Figure 1. The metal 3 layer.
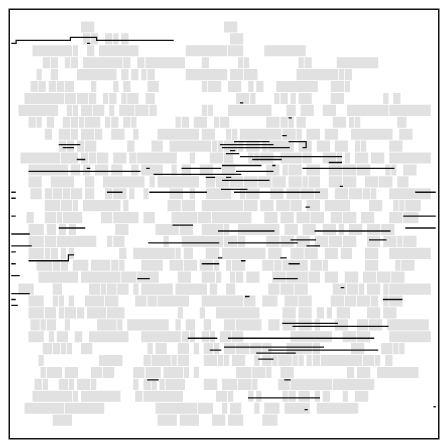
Figure 2. Close-up of the layout.
Window x 29 to 69, y 29 to 69 um. Cells in grey, sequential cells in the stronger grey; small squares are vias.
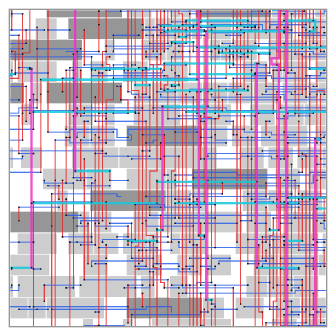
Figure 3. Routed clock nets over the placement.
Bar = 20 um.
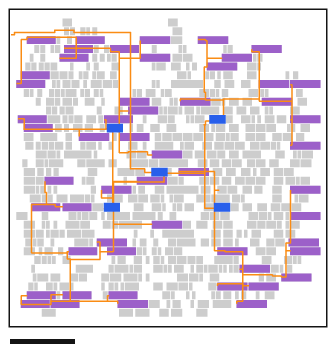
Figure 4. Signal metal coverage by tile.
Bar = 20 um. The die is cut into 20 by 20 equal tiles; white is low, dark blue is high, scaled to the fullest tile. Values are wire area over tile area, all layers added.
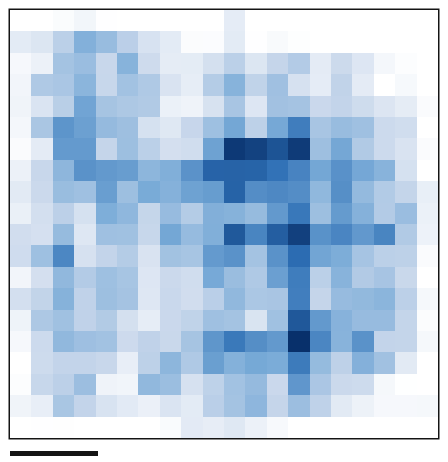
Figure 5. Clock wiring as the flow saved it.
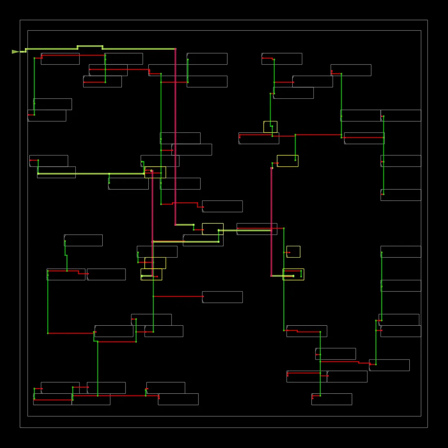
**src/rtl/eth_tx_framer.sv**
```systemverilog
// Ethernet transmit framer: zero-pads frames to MIN_FRAME, appends the CRC32 FCS and enforces an IFG.
// Optional preamble/SFD generation is enabled by defining ETH_TX_PREAMBLE_EN.
module eth_tx_framer #(
    parameter int MIN_FRAME  = 60,
    parameter int MAX_FRAME  = 1514,
    parameter int IFG_CYCLES = 12
) (
    input  logic       clk,
    input  logic       rst_n,
    input  logic [7:0] s_axis_tdata,
    input  logic       s_axis_tvalid,
    output logic       s_axis_tready,
    input  logic       s_axis_tlast,
    output logic [7:0] m_axis_tdata,
    output logic       m_axis_tvalid,
    input  logic       m_axis_tready,
    output logic       m_axis_tlast,
    output logic       busy,
    output logic       oversize_err,
    output logic       frame_done
);

    typedef enum logic [2:0] {
        ST_DATA = 3'd0,
        ST_PAD  = 3'd1,
        ST_FCS  = 3'd2,
`ifdef ETH_TX_PREAMBLE_EN
        ST_PRE  = 3'd4,
`endif
        ST_IFG  = 3'd3
    } state_t;

`ifdef ETH_TX_PREAMBLE_EN
    localparam state_t ST_IDLE = ST_PRE;
`else
    localparam state_t ST_IDLE = ST_DATA;
`endif

    localparam int               IFG_W    = (IFG_CYCLES > 1) ? $clog2(IFG_CYCLES) : 1;
    localparam logic [IFG_W-1:0] IFG_LAST = IFG_W'((IFG_CYCLES > 0) ? IFG_CYCLES - 1 : 0);
    localparam logic [11:0]      MIN_L    = 12'(MIN_FRAME);
    localparam logic [11:0]      MAX_P1   = 12'(MAX_FRAME + 1);
    localparam logic [31:0]      CRC_INIT = 32'hFFFF_FFFF;

    state_t           state_q, state_d;
    logic [10:0]      count_q, count_d;
    logic [31:0]      crc_q, crc_d;
    logic [1:0]       idx_q, idx_d;
    logic [IFG_W-1:0] ifg_q, ifg_d;
    logic             busy_q, busy_d;
    logic             ovf_q, ovf_d;
`ifdef ETH_TX_PREAMBLE_EN
    logic             pre_act_q, pre_act_d;
    logic [2:0]       pre_idx_q, pre_idx_d;
`endif

    logic [7:0]  tdata;
    logic        tvalid, tready, tlast, done, oversize;
    logic [11:0] cnt_p1;
    logic [10:0] count_inc;
    logic [31:0] fcs;
    logic        ifg_done;

    // Reflected CRC32 (poly 0xEDB88320) advanced by one byte, LSB first.
    function automatic logic [31:0] crc_byte(input logic [31:0] c, input logic [7:0] d);
        logic [31:0] r;
        r = c ^ {24'd0, d};
        for (int i = 0; i < 8; i++) begin
            r = r[0] ? ((r >> 1) ^ 32'hEDB8_8320) : (r >> 1);
        end
        return r;
    endfunction

    assign cnt_p1    = {1'b0, count_q} + 12'd1;
    assign count_inc = (count_q == 11'h7FF) ? count_q : cnt_p1[10:0];
    assign fcs       = ~crc_q;
    assign ifg_done  = (IFG_CYCLES <= 1) || (ifg_q == IFG_LAST);

    always_ff @(posedge clk or negedge rst_n) begin
        if (!rst_n) begin
            state_q   <= ST_IDLE;
            count_q   <= 11'd0;
            crc_q     <= CRC_INIT;
            idx_q     <= 2'd0;
            ifg_q     <= '0;
            busy_q    <= 1'b0;
            ovf_q     <= 1'b0;
`ifdef ETH_TX_PREAMBLE_EN
            pre_act_q <= 1'b0;
            pre_idx_q <= 3'd0;
`endif
        end else begin
            state_q   <= state_d;
            count_q   <= count_d;
            crc_q     <= crc_d;
            idx_q     <= idx_d;
            ifg_q     <= ifg_d;
            busy_q    <= busy_d;
            ovf_q     <= ovf_d;
`ifdef ETH_TX_PREAMBLE_EN
            pre_act_q <= pre_act_d;
            pre_idx_q <= pre_idx_d;
`endif
        end
    end

    always_comb begin
        state_d   = state_q;
        count_d   = count_q;
        crc_d     = crc_q;
        idx_d     = idx_q;
        ifg_d     = ifg_q;
        busy_d    = busy_q;
        ovf_d     = ovf_q;
`ifdef ETH_TX_PREAMBLE_EN
        pre_act_d = pre_act_q;
        pre_idx_d = pre_idx_q;
`endif
        tdata     = 8'h00;
        tvalid    = 1'b0;
        tready    = 1'b0;
        tlast     = 1'b0;
        done      = 1'b0;
        oversize  = 1'b0;

        case (state_q)
`ifdef ETH_TX_PREAMBLE_EN
            ST_PRE: begin
                // Preamble only starts once the source has a frame waiting.
                tdata  = (pre_idx_q == 3'd7) ? 8'hD5 : 8'h55;
                tvalid = pre_act_q;
                if (!pre_act_q) begin
                    if (s_axis_tvalid) begin
                        pre_act_d = 1'b1;
                        busy_d    = 1'b1;
                    end
                end else if (m_axis_tready) begin
                    pre_idx_d = pre_idx_q + 3'd1;
                    if (pre_idx_q == 3'd7) begin
                        pre_act_d = 1'b0;
                        state_d   = ST_DATA;
                    end
                end
            end
`endif
            ST_DATA: begin
                tdata  = s_axis_tdata;
                tvalid = s_axis_tvalid;
                tready = m_axis_tready;
                if (s_axis_tvalid && m_axis_tready) begin
                    count_d = count_inc;
                    crc_d   = crc_byte(crc_q, s_axis_tdata);
                    busy_d  = 1'b1;
                    if (!ovf_q && (cnt_p1 == MAX_P1)) begin
                        oversize = 1'b1;
                        ovf_d    = 1'b1;
                    end
                    if (s_axis_tlast) begin
                        idx_d   = 2'd0;
                        state_d = (cnt_p1 < MIN_L) ? ST_PAD : ST_FCS;
                    end
                end
            end
            ST_PAD: begin
                tvalid = 1'b1;
                if (m_axis_tready) begin
                    count_d = count_inc;
                    crc_d   = crc_byte(crc_q, 8'h00);
                    if (cnt_p1 == MIN_L) begin
                        state_d = ST_FCS;
                    end
                end
            end
            ST_FCS: begin
                tvalid = 1'b1;
                tlast  = (idx_q == 2'd3);
                case (idx_q)
                    2'd0:    tdata = fcs[7:0];
                    2'd1:    tdata = fcs[15:8];
                    2'd2:    tdata = fcs[23:16];
                    default: tdata = fcs[31:24];
                endcase
                if (m_axis_tready) begin
                    idx_d = idx_q + 2'd1;
                    if (idx_q == 2'd3) begin
                        done    = 1'b1;
                        ifg_d   = '0;
                        state_d = ST_IFG;
                    end
                end
            end
            ST_IFG: begin
                if (ifg_done) begin
                    count_d = 11'd0;
                    crc_d   = CRC_INIT;
                    ovf_d   = 1'b0;
                    busy_d  = 1'b0;
                    state_d = ST_IDLE;
                end else begin
                    ifg_d = ifg_q + 1'b1;
                end
            end
            default: begin
                state_d = ST_IDLE;
            end
        endcase
    end

    // Handshake outputs are forced low for the whole time reset is asserted.
    assign m_axis_tdata  = tdata;
    assign m_axis_tvalid = rst_n & tvalid;
    assign m_axis_tlast  = rst_n & tlast;
    assign s_axis_tready = rst_n & tready;
    assign frame_done    = rst_n & done;
    assign oversize_err  = rst_n & oversize;
    assign busy          = busy_q;

endmodule

```
**config.mk**
```make
export PLATFORM = sky130hd
export DESIGN_NAME = eth_tx_framer
export DESIGN_NICKNAME = d
export VERILOG_FILES = /design/src/rtl/eth_tx_framer.sv
export SDC_FILE = /design/constraint.sdc
export NUM_CORES = 1
export LEC_CHECK = 0
export CAP_MARGIN = 15
export CORE_MARGIN = 1.5
export CORE_UTILIZATION = 50
export DETAILED_ROUTE_END_ITERATION = 8
export PLACE_DENSITY = 0.65
export SYNTH_ARGS = -nofsm -noshare
export SYNTH_HDL_FRONTEND = slang
export SYNTH_SLANG_ARGS = --single-unit
```
**constraint.sdc**
```tcl
create_clock -name clk -period 2.8 [get_ports clk]
set_input_delay 0.56 -clock clk [delete_from_list [all_inputs] [get_ports clk]]
set_output_delay 0.56 -clock clk [all_outputs]
set_load 0.01 [all_outputs]
```
==> CHANGELOG.md <==
### Physical design

- Yosys top cell by area: dfstp_2
- Grt ovf: 0
- Setup crit start: idx_q[1]
- Synth Area in XOR/XNOR: 0.284
- Post-CTS Setup Bufs: 0
- Top Usage Layer GRT: met2
- Dpl cells: 675
- CP most frequent cell: buf_4
- DR iter-0 viols: between 150 and 200
- Sink Count: 53
- Actual slew at the worst max-slew pin: 0.657 ns
- Clock buf/inv share: 0.0190
- DR WL met3: 581 um
- Worst-path clk slew: 0.11 ns
- Ant. Diodes: 0
- TritonRoute pass-1 iters: 5
- CP Capture Point: m_axis_tdata[2]
- R2r startpoint: count_q[0]
- Status: completed
- Synth Area in Compound Gates: 0.150
- Seq cells post-synth: 53
- Worst path arrival time: 2.17 ns
- Placed Area: 5110 um^2
- Final Hold Viols: 0
- Pins over their slew limit: 0
- Top routing layer used: met4
- DP HPWL: 8950 um
- Count of tool warnings: 35
- # setup viols final: 0
- Most instantiated logic cells after routing: xnor2_1, nor2_1, nand2_1
- First-pass GRT wire length: 19700 um
- Final WS setup: 0.0695 ns
- Top cells by count: xnor2_1, nor2_1, nand2_1
- Area growth syn-to-layout: 17.4%
- MI comb cells: around 430
- Post-CTS sizing: 18
- Wire length per cell: 17.8 um
- Number of remaining DRC errors: 0
- Syn_nets: 554
- CP Buf/Inv Count: 4
- Die area: 9550 um^2
- Setup Total Neg Slack: 0 ns
- Gate Area: between 2000 and 3000 um^2
- N_taps: 108
- Number of synthesized flops with an enable pin: 0
- Reg2reg end: state_q[0]
- Placeable Area: 8720 um^2
- Max-area cell class: multi-input combinational cells
- M1 WL: 5190 um
- Fill count: between 700 and 800
- Chip height: slightly below 100 um
- Setup CP Type: register to primary output
- Io pins: 27
- Routed Antenna Nets: 0
- Max-Slew Margin vs Limit: 0.559
- Die Span X: 97.7 um
- GRT Total Usage: 0.260
- Pin count of the biggest net entering global routing: between 40 and 50
- Share of cells above drive strength 1: 0.206
- RSZ-0062 raised after global routing: yes
- Top comb family, area: XOR/XNOR gates
- Worst path cell trace: buf_4 -> ha_1 -> inv_2 -> buf_4 -> o22ai_1 -> o311ai_1 -> nand2_1 -> dlygate4sd2_1
- Max frequency: approximately 370 MHz
- Max FFs per register: 32
- Top cells by area: dfstp_2, xnor2_1, dfrtp_1, xor2_1, nor2_1
- Post-synth cell types: approximately 50
- Asr flop ratio synth: 1.00
- Initial antenna violation count: 0
- Global routing usage on met2: 0.451
- Logic inverters: 15
- Commonest Layout Cell: xnor2_1
- Min cycle time layout: between 2 and 3 ns
- FP Rows: 34
- Nonclk buf count: 76
- Most numerous cell in the Yosys netlist: xnor2_1
- Top reg by flops: crc_q
-- Figure 1 (at the start) --
- wire length on this layer: 582 um
- longest straight run: 33.1 um
- share of all routed wire: 4.8%
Global Route met3 Usage: 0.0273
via count: 3952
final wirelength: 12200 um

-- Figure 2 (at the start) --
- red: metal 2
- magenta: metal 4
- cyan: metal 3
- blue: metal 1
- netlist names of flops here include: `crc_q` (7), `count_q` (1)
- cells with their middle in the window: 116
- sequential cells in the window: 8
- most frequent: xnor2_1 (32), nor2_1 (15), xor2_1 (11)

-- Figure 3 (at the start) --
- blue: clock drivers (count 5)
- orange: clock wires (length 751 um)
- purple: flip-flops (count 53)
- routed clock nets: 6

-- Figure 4 (at the start) --
- fullest tile: 0.69
- tiles over half the peak: 17%
- densest ninth of the die: centre
- emptiest ninth of the die: north-east
- nearly empty tiles: 14%

-- Figure 5 (at the start) --
flop count: 53
# clk buffers: 6
Setup Skew: 0.0102 ns

